$ cat src/rtl/demux_striping_n.sv
// Round-robin striping demultiplexer: consecutive accepted words fill lanes 0..LANES-1.
// Each completed (or flushed) group leaves as one aligned, registered beat.
module demux_striping_n #(
  parameter int DATA_WIDTH = 32,
  parameter int LANES      = 2,
  parameter int PTR_W      = 1
) (
  input  logic                        clk_2f,
  input  logic                        reset_L,
  input  logic [DATA_WIDTH-1:0]       data_in,
  input  logic                        valid_in,
  input  logic                        flush,
  output logic [LANES*DATA_WIDTH-1:0] data_out,
  output logic [LANES-1:0]            valid_out,
  output logic [PTR_W-1:0]            lane_ptr
);

  localparam logic [PTR_W-1:0] LAST_LANE = PTR_W'(LANES - 1);

  logic [PTR_W-1:0]                   ptr_reg, ptr_next;
  logic [LANES-2:0]                   fill_reg, fill_next;
  logic [LANES-2:0]                   fill_with;
  logic [LANES-2:0]                   accept_onehot;
  logic [LANES-2:0][DATA_WIDTH-1:0]   stage_reg, stage_next;
  logic [LANES*DATA_WIDTH-1:0]        data_out_reg, data_out_next;
  logic [LANES-1:0]                   valid_out_reg, valid_out_next;

  logic last_lane;
  logic complete;
  logic restart;

  assign last_lane = (ptr_reg == LAST_LANE);
  assign complete  = valid_in && last_lane;
  // A flush on the completing cycle is just a normal completion, so both restart the group.
  assign restart   = complete || flush;

  genvar gi;
  generate
    for (gi = 0; gi < LANES - 1; gi++) begin : g_stage
      assign accept_onehot[gi] = valid_in && (ptr_reg == PTR_W'(gi));
      assign stage_next[gi]    = accept_onehot[gi] ? data_in : stage_reg[gi];
      // On a flush the same-cycle word bypasses the stage straight into the beat.
      assign data_out_next[gi*DATA_WIDTH +: DATA_WIDTH] =
          valid_out_next[gi] ? (accept_onehot[gi] ? data_in : stage_reg[gi])
                             : data_out_reg[gi*DATA_WIDTH +: DATA_WIDTH];
    end
  endgenerate

  assign data_out_next[(LANES-1)*DATA_WIDTH +: DATA_WIDTH] =
      complete ? data_in : data_out_reg[(LANES-1)*DATA_WIDTH +: DATA_WIDTH];

  assign fill_with = fill_reg | accept_onehot;

  always_comb begin
    valid_out_next = '0;
    if (complete) begin
      valid_out_next = '1;
    end else if (flush) begin
      valid_out_next = {1'b0, fill_with};
    end
  end

  always_comb begin
    ptr_next  = ptr_reg;
    fill_next = fill_with;
    if (restart) begin
      ptr_next  = '0;
      fill_next = '0;
    end else if (valid_in) begin
      ptr_next  = ptr_reg + 1'b1;
    end
  end

  always_ff @(posedge clk_2f) begin
    if (!reset_L) begin
      ptr_reg       <= '0;
      fill_reg      <= '0;
      stage_reg     <= '0;
      data_out_reg  <= '0;
      valid_out_reg <= '0;
    end else begin
      ptr_reg       <= ptr_next;
      fill_reg      <= fill_next;
      stage_reg     <= stage_next;
      data_out_reg  <= data_out_next;
      valid_out_reg <= valid_out_next;
    end
  end

  assign data_out  = data_out_reg;
  assign valid_out = valid_out_reg;
  assign lane_ptr  = ptr_reg;

endmodule
$ cat config.mk
export PLATFORM = sky130hd
export DESIGN_NAME = demux_striping_n
export DESIGN_NICKNAME = d
export VERILOG_FILES = /design/src/rtl/demux_striping_n.sv
export SDC_FILE = /design/constraint.sdc
export NUM_CORES = 1
export LEC_CHECK = 0
export ABC_AREA = 1
export CAP_MARGIN = 20
export CORE_MARGIN = 2
export CORE_UTILIZATION = 48
export CTS_CLUSTER_DIAMETER = 80
export DETAILED_ROUTE_END_ITERATION = 12
export GPL_ROUTABILITY_DRIVEN = 0
export PLACE_DENSITY = 0.82
export SLEW_MARGIN = 0
export SYNTH_ARGS = -nofsm -noshare
export SYNTH_HDL_FRONTEND = slang
export SYNTH_SLANG_ARGS = --single-unit
export TNS_END_PERCENT = 100
$ cat constraint.sdc
create_clock -name clk_2f -period 1.7 [get_ports clk_2f]
set_clock_uncertainty 0.15 [all_clocks]
set_input_delay 0.51 -clock clk_2f [delete_from_list [all_inputs] [get_ports clk_2f]]
set_output_delay 0.51 -clock clk_2f [all_outputs]
set_load 0.05 [all_outputs]
### Nets reached from selected ports, run 1

The bar under the picture is 20 um long.
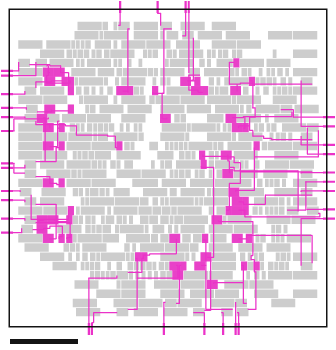
colour	port	direction	end cells	buffers	wire
magenta	`data_in`	input	64	32	1110 um
Ports: 103
number of port buffers: 102

### The metal 2 layer, run 1

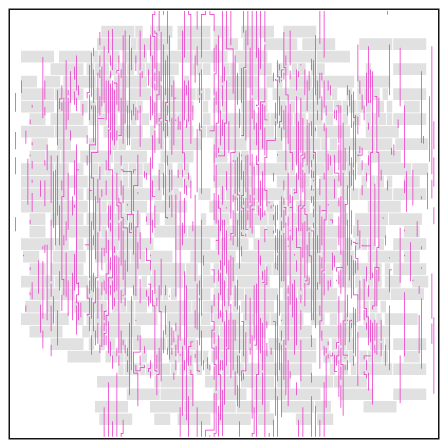
wire length on this layer	5340 um
longest straight run	38.1 um
nets with wire on the layer	511
share of all routed wire	52%
main direction	vertical

### Congestion heat map, run 1

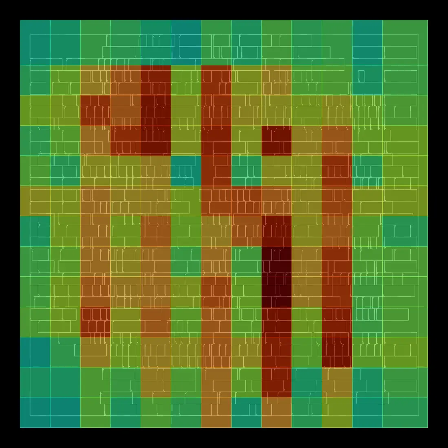
met2 usage in global routing: 0.446
Final Core Density: 0.757
layer with the highest usage: met2
met1 Usage GRT: 0.282

==> results.txt, run 1 <==
Item: results of the latest flow run.

- Per the timing report, the most critical flop-to-flop path originates at lane_ptr$_SDFFE_PP0P_.
- Ranked by total cell area, the synthesized netlist is headed by dfxtp_1 53%, nand2_1 9.8%, a21oi_1 8.7%.
- Once layout is done, the placed cells without fillers occupy 5850 um^2.
- The capture point of the worst reg-to-reg path is data_out[14]$_SDFFE_PN0P_.
- The placed instance area is 5650 um^2.
- Setup repair after global routing left no endpoint under its margin.
- TritonCTS created 9 clock buffers.
- The aggregate global routing overflow is 0.
- The number of flip-flops in the largest register is 64.
- The instance count on the critical path is 1.
- Per the OpenROAD floorplan log, the width of the die is 93.1 um.
- In this run, the synthesized area fraction spent on and/or/nand/nor cells is recorded as 0.222.
- The dominant cell type by area after synthesis is dfxtp_1.
- Across the run, the number of max-cap violations was 0.
- The total number of vias is 3579.
- The flow ran to the end, and the final reports show no timing, DRC or antenna violations.
- After layout, the worst setup slack is 65.4 ps.
- The first global-routing pass estimated 16700 um of wire.
- The count of warnings emitted by yosys is 0.
- The power report attributes to the combinational group a share of 0.238.
- The per-instance average area after synthesis is 8.06 um^2.
- STA shows the worst reg2reg path with a cell count of 8.
- Per the final report, the share of cell area in non-clock buffers is 0.328.
- The post-synth area from yosys stat is 3810 um^2.
- Per the OpenROAD power report, leakage power amounts to 2.61 nW.
- Power comes to 5.40 mW.
- For the combinational group, total power comes out at 1.29 mW.
- The detailed-route DRC error count is 0.
- The share of total power dissipated in the clock network is 0.283.
- Yosys reported that registers with async set or reset make up 0.
- Once detail routing completed, the nets flagged for antenna violations numbered 0.
- The cell at the slowest stage of the critical path is dfxtp_1.
- The normalized max-slew margin is 0.823.
- Per the final report, max-transition violations number 0.
- The number of inserted filler cells in the final layout is 512.
- Detailed-route iteration 0 reported a violation count of 223.
- The actual slew at the worst max-slew pin is 265 ps.
- The setup slack of the worst register-to-register path is 280 ps.
- Per the hold report, the tightest min-delay path originates at fill_reg$_SDFF_PP0_.
- The period utilization is 0.962.
- The number of setup buffers added after CTS is 0.
- The flip-flop and latch area is 2000 um^2.
- The number of diodes added for antenna fixing is 0.
- The largest non-sequential cell family by area is simple AND/OR/NAND/NOR gates.
- The critical path ends at data_out[62].
- For this configuration, the core starts out at a cell density of 0.493.
- At the placement stage, the worst setup path has a slack of -184 ps.
- The area fraction of the largest cell type after synthesis is 0.525.
- The worst setup path is of the reg2out kind.
- The switching power share of the total is 0.298.
- Max fanout on the critical path was recorded as 2.
- The top power consumer group is registers.
- The maximum clock frequency is 612 MHz.
- CTS saw 100 sinks.
- In the layout the commonest cells are 99 x dfxtp_1, 98 x nand2_1, 73 x buf_12, 66 x a21oi_1, 65 x nand3_1.
- The detailed placer reported the number of placed instances as 661.
- Of the total synthesized cell area, the portion taken by XOR and XNOR cells is 0.
- The signal arrival time at the worst endpoint is 970 ps.
- The cell-mix breakdown from Yosys lists the compound-gate area share as 0.160.
- After clock tree synthesis, the clock-pin slew on the worst setup and hold paths is 90 ps.
- The script logs the mean routed wire length per placed instance as 15.3 um.
- Among all cell classes, the greatest summed area belongs to registers.
- In this run, post-CTS repair resized a total of 0 instances.
- The area of the die is 8670 um^2.
- The number of global-route vias before repair is 3463.
- The number of instances on the worst hold path is 2.
- The detailed router reported a total wirelength of 10400 um.
- The total met3 wirelength after detailed routing is 704 um.
- The initial antenna violation count was 0.
- The cts-stage hold buffer count is 0.
- The wire length on met1 is 4050 um.
- The length of routed met2 wiring is 5340 um.
- The timing report attributes the biggest portion of critical-path delay to flip-flops.
- The summed instance area of the synthesized netlist is 3810 um^2.
- Overall routing resource usage recorded by global route was 0.246.
- The type of element capturing the critical path is an output pin.
- The ratio of total power to cell area is 923 nW/um^2.
- Of the total standard cell area in the layout, the sequential portion is 0.342.
- The number of synthesized register bits is 100.
- The fraction of cell area in multi-input combinational cells is reported as 0.250.
- The count of multi-input combinational gates is 299.
- Across all hold checks on the routed design, the worst slack comes to 302 ps.
- The synthesized instance count is 473.
- The maximum number of pins on one net before global-route repair is 66.
- The combinational cell area excluding buffers and inverters is 1460 um^2.
- Per report_power, the Clock row totals 1.53 mW.
- Per the CTS log, the maximum H-tree level is 3.
- For the worst-skew pair, the clock arrives at the later sink with an insertion delay of 370 ps.
- Once layout is complete, the cells apart from fillers number 677.
- Along the critical path, the tally of buffer and inverter instances is 1.
- Looking at the cell usage after synthesis, the top flip-flop cell is dfxtp_1.
- The launching element type of the critical path is a flip-flop.
- The class of the tightest hold or removal check is reg2reg.
- Measured against the total synthesized area, the mux share comes to 0.
- Yosys mapped a number of flops with a built-in enable equal to 0.
- The cell sequence reported for the critical path is buf_12.
- The initialized floorplan defines 32 standard-cell rows.
- The met3 capacity usage during global routing is 0.0556.
- The total area inside the core boundary comes to 7730 um^2.
- The proportion of layout cells with a drive suffix above 1 is 0.193.
- The number of warnings reported in the stage logs is 26.
- The flip-flop and latch power is 2.59 mW.
- TritonCTS built the clock tree.
- The most used logic cell in the final layout is dfxtp_1.
- The launch point of the critical path was reported as data_out[62]$_SDFFE_PN0P_.
- The total iterations of the first detailed-routing run is 5.
- The vertical extent of the die is 93.1 um.
- The design received a total of 102 well taps at floorplan.
- The total net switching power is 1.61 mW.
- The library cell used as clock root buffer is clkbuf_8.
- Routed signal wires occupy layers up through met4.
- The inverter count is 37.
- The end-of-flow timing check tallies setup violations at 0.
- The post-synthesis to final-layout area growth is 53.6%.
- On the worst path, the slowest cell contributes a delay of 440 ps.
- The number of hold-slack violations in the final timing report is 0.
- The final layout report lists a non-clock buffer count of 123.
- The flop count is 100.
- The worst hold path endpoint is fill_reg$_SDFF_PP0_.
- The post-DP HPWL is 7150 um.
- The setup TNS after final layout is 0 ps.
- The maximum vdd drop is 0.582 mV.
- The post-layout net count is 606.
- The number of vias per cell is 5.29.
- The critical path data required time is 1040 ps.
- The number of cell instances after yosys synthesis is 473.
### Sequential cells coloured by netlist name, run 1

Other sequential cells in the stronger grey, the rest of the logic in the fainter grey.
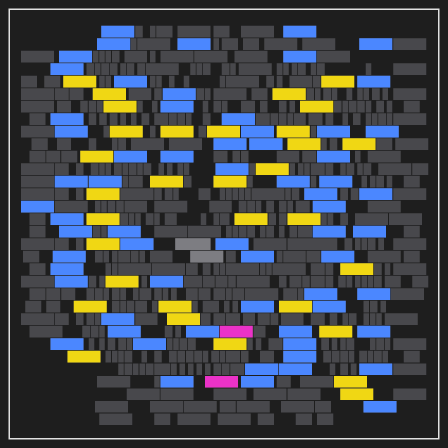

## Run 2: what changed since run 1
CORE_MARGIN = not set   (was 2)
### Sequential cells coloured by netlist name, run 2

Other sequential cells in the stronger grey, the rest of the logic in the fainter grey.
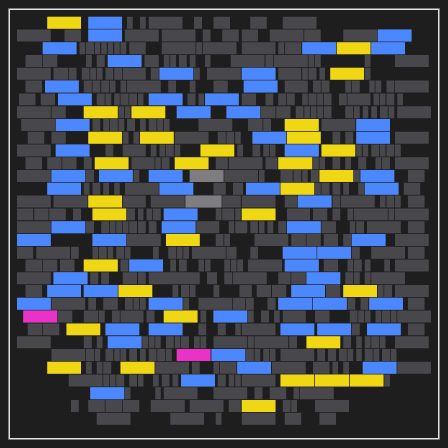
colour	netlist name	placed flops
blue	`data_out`	64
magenta	`valid_out`	2
yellow	`stage_reg`	32
sequential standard cell area: 2000 um^2
Final Core Density: 0.761

### Nets reached from selected ports, run 2

The bar under the picture is 20 um long.
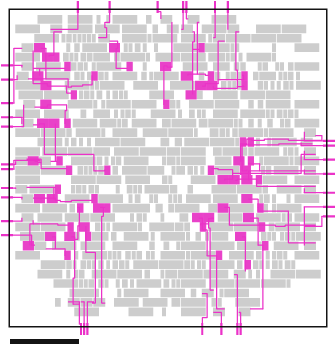
colour	port	direction	end cells	buffers	wire
magenta	`data_in`	input	64	32	1020 um

==> results.txt, run 2 <==
Item: results of the latest flow run.

- Run status: finished clean (unchanged).
- The instance count on the critical path came to 1 (unchanged).
- The area fraction of the dominant cell type after synthesis is 0.525 (unchanged).
- The number of primary I/O pins is 103 (unchanged).
- The wire length on met1 came to 3990 um (was 4050 um).
- The count of tool warnings is 26 (unchanged).
- The post-layout total power is 5.42 mW (was 5.40 mW).
- The clock-pin transition on the worst setup and hold timing paths was 90 ps (about the same).
- The horizontal extent of the die is 91.1 um (was 93.1 um).
- The family with the most delay on the worst path was flip-flops (unchanged).
- The final-report max-slew violation count is 0 (unchanged).
- The total met3 wirelength after detailed routing is 613 um (was 704 um).
- The flop count is 100 (unchanged).
- Most frequent logic cells in the routed design: 99 x dfxtp_1, 98 x nand2_1, 75 x buf_12, 66 x a21oi_1, 65 x nand3_1 (was 99 x dfxtp_1, 98 x nand2_1, 73 x buf_12, 66 x a21oi_1, 65 x nand3_1).
- The number of synthesized register bits is 100 (unchanged).
- The aggregate global routing overflow came to 0 (unchanged).
- The fraction of area in registers is 0.342 (about the same).
- The number of cell instances after yosys synthesis is 473 (unchanged).
- The signal arrival time at the worst endpoint came to 950 ps (was 970 ps).
- The clock tree from TritonCTS was done (unchanged).
- The clock insertion delay at the later pin of the skew report is 360 ps (was 370 ps).
- The tally of max-capacitance violations is 0 (unchanged).
- The highest metal layer with signal wires is met4 (unchanged).
- The post-synthesis share of cell area spent on and, or, nand and nor gates is 0.222 (unchanged).
- The share of async-settable or async-resettable flops after synthesis is 0 (unchanged).
- The met3 capacity usage during global routing is 0.0494 (was 0.0556).
- The dominant cell type by area after synthesis is dfxtp_1 (unchanged).
- The cell area after layout is 5850 um^2 (about the same).
- The post-layout net count was 602 (was 606).
- The multiplexer fraction of the synthesized cell area is 0 (unchanged).
- Cells traversed along the worst timing path: buf_12 (unchanged).
- The switching power share of the total is 0.293 (was 0.298).
- The total of endpoints with negative setup slack in the final report is 0 (unchanged).
- The number of flip-flops in the largest register is 64 (unchanged).
- The post-synth area from yosys stat is 3810 um^2 (unchanged).
- The met1 global-route usage is 0.296 (was 0.282).
- The total routing usage reported by global routing is 0.258 (was 0.246).
- The setup slack of the worst register-to-register path came to 190 ps (was 280 ps).
- The number of diodes added for antenna fixing was 0 (unchanged).
- The count of warnings emitted by yosys came to 0 (unchanged).
- The XOR/XNOR share of the synthesized area was 0 (unchanged).
- The total iterations of the first detailed-routing run is 5 (unchanged).
- The type of element capturing the critical path is an output pin (unchanged).
- The first-pass GRT wire length is 16900 um (was 16700 um).
- The relative contribution of combinational cells to total power came to 0.237 (was 0.238).
- The largest non-sequential cell family by area is simple AND/OR/NAND/NOR gates (unchanged).
- The number of buffer and inverter instances along the worst setup path is 1 (unchanged).
- The area share of and-or/or-and cells after synthesis was 0.160 (unchanged).
- The maximum number of pins on one net before global-route repair is 66 (unchanged).
- The proportion of layout cells with a drive suffix above 1 was 0.186 (was 0.193).
- The routed wire length per instance came to 15.2 um (was 15.3 um).
- The buffering overhead is 0.327 (was 0.328).
- The number of hold-slack violations in the final timing report is 0 (unchanged).
- The most used logic cell in the final layout is dfxtp_1 (unchanged).
- The combinational cell area excluding buffers and inverters came to 1460 um^2 (unchanged).
- The ratio of total power to cell area is 926 nW/um^2 (was 923 nW/um^2).
- Top area cell types: dfxtp_1 53%, nand2_1 9.8%, a21oi_1 8.7% (unchanged).
- The total number of vias was 3599 (was 3579).
- The cts-stage hold buffer count is 0 (unchanged).
- The count of plain and timing-repair buffers in the layout is 119 (was 123).
- The worst reg2reg path startpoint is lane_ptr$_SDFFE_PP0P_ (unchanged).
- The cell at the slowest stage of the critical path is dfxtp_1 (unchanged).
## Run 3: what changed since run 2
CTS_CLUSTER_SIZE = 24   (was not set)
TNS_END_PERCENT = 1   (was 100)
### Nets reached from selected ports, run 3

The bar under the picture is 20 um long.
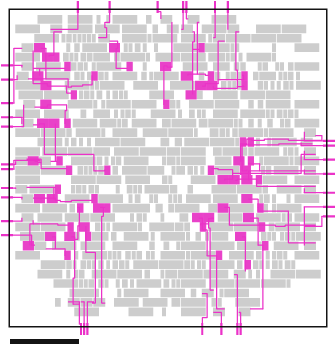

### Met1 routing, run 3

Supply wires on this layer in grey.
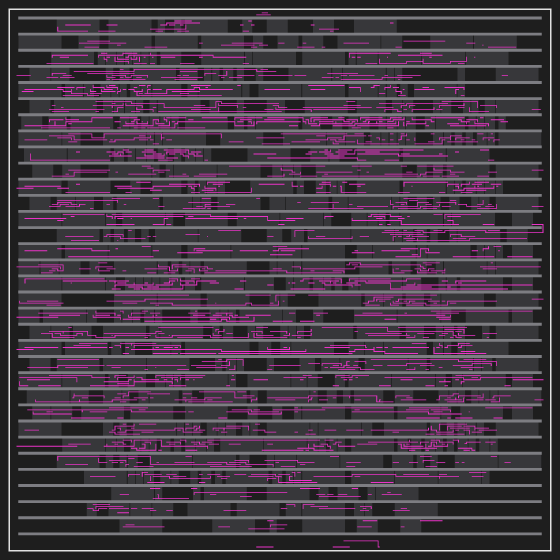
main direction	horizontal
longest straight run	22.5 um
met1 Usage GRT: 0.296
total wirelength of the detailed-routed design: 10200 um
routed via count: 3599

==> results.txt, run 3 <==
Item: results of the latest flow run.

- The relative contribution of combinational cells to total power came to 0.237 (about the same).
- The fraction of area in registers is 0.342 (unchanged).
- The delay of the slowest cell on the worst path is 430 ps (about the same).
- The maximum vdd drop is 0.498 mV (unchanged).
- The switching power share of the total came to 0.293 (unchanged).
- The number of hold-slack violations in the final timing report is 0 (unchanged).
- The peak-usage layer in the global routing report is met2 (unchanged).
- The routed wire length per instance was 15.2 um (unchanged).
- The number of flip-flops in the largest register was 64 (unchanged).
- Run status: finished clean (unchanged).
- The count of placed standard cells in the final layout, fillers left out is 673 (unchanged).
- The combinational logic power is 1.28 mW (about the same).
- The number of clock sinks seen by CTS is 100 (unchanged).
- The length of routed met2 wiring was 5460 um (unchanged).
- The family with the most delay on the worst path is flip-flops (unchanged).
- The depth of the CTS H-tree is 3 (unchanged).
- The horizontal extent of the die came to 91.1 um (unchanged).
- The cell kind with the greatest summed area is registers (unchanged).
- The number of cell instances after yosys synthesis was 473 (unchanged).
- The first-pass GRT wire length is 16900 um (unchanged).
- The number of cells upsized or downsized after cts was 0 (unchanged).
- The flop count is 100 (unchanged).
- The number of core rows is 32 (unchanged).
- The number of instances on the worst hold path is 2 (unchanged).
- The number of vias per cell is 5.35 (unchanged).
- The clock network power share was 0.285 (about the same).
- The initial antenna violation count came to 0 (unchanged).
- The total net switching power is 1.59 mW (unchanged).
- The synthesized instance count is 473 (unchanged).
- The total met3 wirelength after detailed routing came to 613 um (unchanged).
- The count of warnings emitted by yosys was 0 (unchanged).
- The final design utilization is 0.761 (unchanged).
- The number of design-rule violations left by the first detailed-router iteration is 142 (unchanged).
- The cell area after layout is 5850 um^2 (unchanged).
- The type of element capturing the critical path is an output pin (unchanged).
- The per-instance average area after synthesis is 8.06 um^2 (unchanged).
- The flip-flop and latch power is 2.59 mW (about the same).
- The count of plain and timing-repair buffers in the layout came to 119 (unchanged).
- The highest metal layer with signal wires is met4 (unchanged).
- The post-DP HPWL was 7030 um (unchanged).
- The total routing usage reported by global routing is 0.258 (unchanged).
- The multiplexer fraction of the synthesized cell area is 0 (unchanged).
- The signal arrival time at the worst endpoint is 950 ps (about the same).
- The number of primary I/O pins is 103 (unchanged).
- The most frequently used flop master after synthesis is dfxtp_1 (unchanged).
- The number of enable-type register cells in the synthesized netlist is 0 (unchanged).
- The normalized max-slew margin is 0.762 (unchanged).
- The count of multi-input combinational gates is 299 (unchanged).
- The maximum fanout along the worst path is 2 (unchanged).
- The worst-case hold slack came to 322 ps (unchanged).
- The setup slack of the worst register-to-register path is 190 ps (about the same).
- The number of diodes added for antenna fixing is 0 (unchanged).
- The ratio of total power to cell area is 926 nW/um^2 (unchanged).
- The share of async-settable or async-resettable flops after synthesis is 0 (unchanged).
- The wire length on met1 is 3990 um (unchanged).
- The worst hold path endpoint is stage_reg[11]$_SDFF_PN0_ (unchanged).
- The worst reg2reg path startpoint is lane_ptr$_SDFFE_PP0P_ (unchanged).
- The proportion of layout cells with a drive suffix above 1 is 0.186 (unchanged).
- The number of synthesized register bits is 100 (unchanged).
- The total leakage power was 2.61 nW (unchanged).
- The most used logic cell in the final layout is dfxtp_1 (unchanged).
- The final worst setup slack was 89.1 ps (unchanged).
- RSZ-0062 raised after global routing: no (unchanged).
- The total iterations of the first detailed-routing run is 5 (unchanged).
- The area fraction of the dominant cell type after synthesis is 0.525 (unchanged).
- The count of tool warnings came to 26 (unchanged).
- The length in cells of the worst reg-to-reg path came to 6 (unchanged).
- The launching element type of the critical path is a flip-flop (unchanged).
- The capture point of the worst reg-to-reg path was data_out[12]$_SDFFE_PN0P_ (unchanged).
- Cells traversed along the worst timing path: buf_12 (unchanged).
- The combinational cell area excluding buffers and inverters is 1460 um^2 (unchanged).
- The post-layout net count is 602 (unchanged).
- The clock-pin transition on the worst setup and hold timing paths is 90 ps (about the same).
- The number of nets still failing antenna checks after routing is 0 (unchanged).
- The power drawn by the clock network is 1.54 mW (about the same).
- The number of global-route vias before repair is 3549 (unchanged).
- The logic share of the area is 0.250 (unchanged).
- The inverter count was 37 (unchanged).
- The area share of and-or/or-and cells after synthesis is 0.160 (unchanged).
- The vertical extent of the die is 91.1 um (unchanged).
- The detailed-route DRC error count is 0 (unchanged).
- The post-CTS setup repair buffer count is 0 (unchanged).
- The cts-stage hold buffer count was 0 (unchanged).
- The tap cell count is 102 (unchanged).
Power and IR drop assume default switching activity.
